==> images/layer_met1.png <==
Drawn at 12 px/um. Supply wires on this layer in gray.
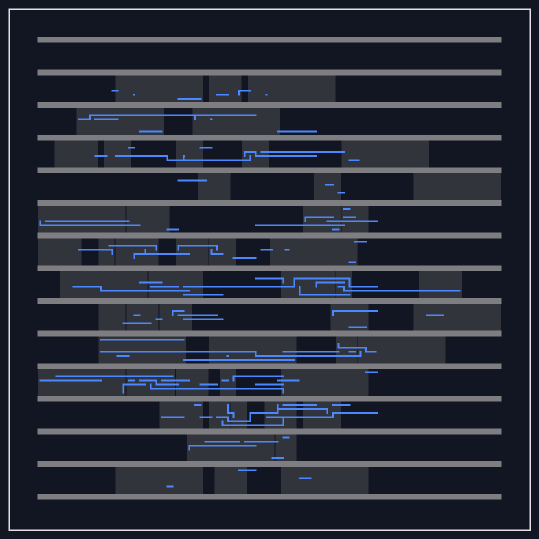
==> images/congestion.png <==
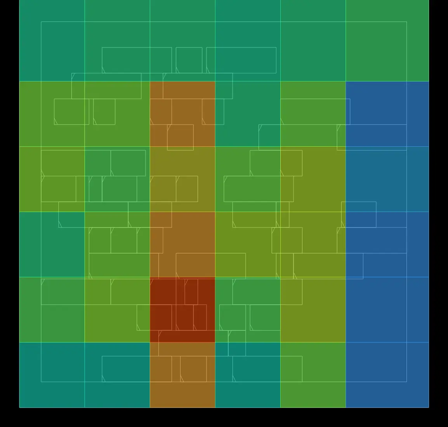
==> images/layer_met3.png <==
Drawn at 12 px/um.
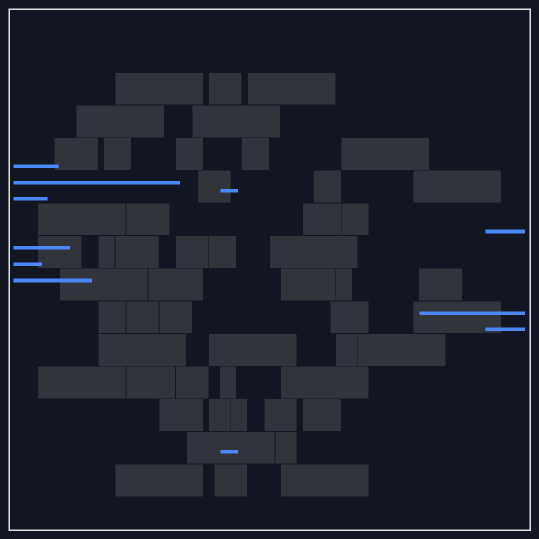
==> images/layer_met2.png <==
Drawn at 12 px/um.
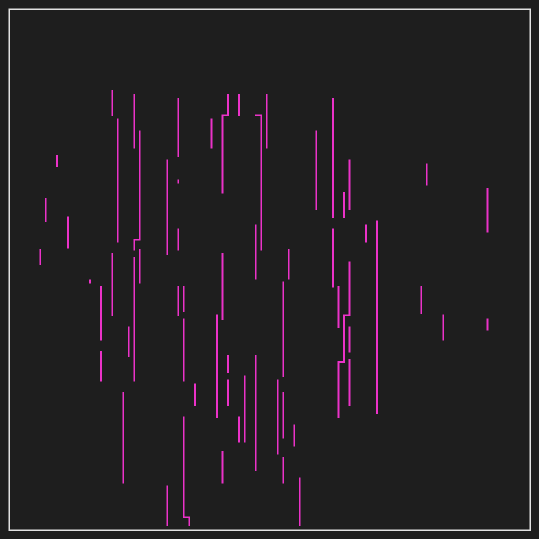
==> config.mk <==
export PLATFORM = sky130hd
export DESIGN_NAME = rcv_control_flat
export DESIGN_NICKNAME = d
export VERILOG_FILES = /design/src/rtl/rcv_control_if.sv /design/src/rtl/rcv_control.sv /design/src/flat_wrapper.sv
export SDC_FILE = /design/constraint.sdc
export NUM_CORES = 1
export LEC_CHECK = 0
export ABC_CLOCK_PERIOD_IN_PS = 1300
export CORE_MARGIN = 2
export CORE_UTILIZATION = 27
export CTS_CLUSTER_SIZE = 28
export DETAILED_ROUTE_END_ITERATION = 16
export SETUP_SLACK_MARGIN = 0.1
export SLEW_MARGIN = 25
export SYNTH_ARGS = -nofsm -noshare
export SYNTH_HDL_FRONTEND = slang
export SYNTH_SLANG_ARGS = --single-unit
==> constraint.sdc <==
create_clock -name clk -period 1.3 [get_ports clk]
set_input_delay 0.13 -clock clk [delete_from_list [all_inputs] [get_ports clk]]
set_output_delay 0.13 -clock clk [all_outputs]
set_load 0.05 [all_outputs]
==> flow_metrics.env <==
# implementation run metrics
export IMPL_ys_cells=37
export IMPL_power_density_nw_per_um2=1050
export IMPL_internal_power_uw=521
export IMPL_antenna_cells=0
export IMPL_clk_latency_ps=270
export IMPL_tool_warnings=27
export IMPL_critPathKind="reg -> reg"
export IMPL_grt_max_degree=10
export IMPL_ys_types=18
export IMPL_inverters=1
export IMPL_cts_sinks=12
export IMPL_yosysMostFrequentCell="dfxtp_1"
export IMPL_period_used_pct=81.9
export IMPL_clkTransAtPathRegs_ps=70
export IMPL_nets=61
export IMPL_powerClk_uw=218
export IMPL_antenna_found_initial=0
export IMPL_async_flop_share_pct=0
export IMPL_path_max_fanout=9
export IMPL_startpoint_type="register"
export IMPL_ys_sh_xor_pct=0
export IMPL_skew_ps=4.10
export IMPL_buffer_area_share_pct=27.9
export IMPL_top_logic_kind="simple AND/OR/NAND/NOR gates"
export IMPL_mux_share_pct=0
export IMPL_path_buffers=0
export IMPL_drt_pass1_iter_count=2
export IMPL_outcome="complete, no violations"
export IMPL_seq_power_uw=387
export IMPL_power_switching_uw=145
export IMPL_drive_gt1_share_pct=26.9
export IMPL_cap_violations=0
export IMPL_setup_viol=0
export IMPL_drtAntennaViolNets=0
export IMPL_tap_cells=16
export IMPL_post_place_ws_ps=194
## Picture notes: layer_met1.png
49 nets have wire on it. The wires run mostly horizontal. The longest straight run is 13.8 um. The layer carries 333 um of wire.
met1 Usage GRT: 12.5%
via count: 310
WL final: 685 um

## Picture notes: congestion.png
Most Crowded Layer GR: met1
grt met3 use: 2.98%
Avg WL per Cell: 10.1 um
GRT met2 Usage: 11.6%

## Picture notes: layer_met3.png
The layer holds 7.1% of the routed length. The layer carries 49.0 um of wire. The longest straight run is 13.6 um. The wires run mostly horizontal. 10 nets have wire on it.

## Picture notes: layer_met2.png
The layer carries 282 um of wire. The layer holds 41% of the routed length. The longest straight run is 16.0 um. The wires run mostly vertical. 50 nets have wire on it.

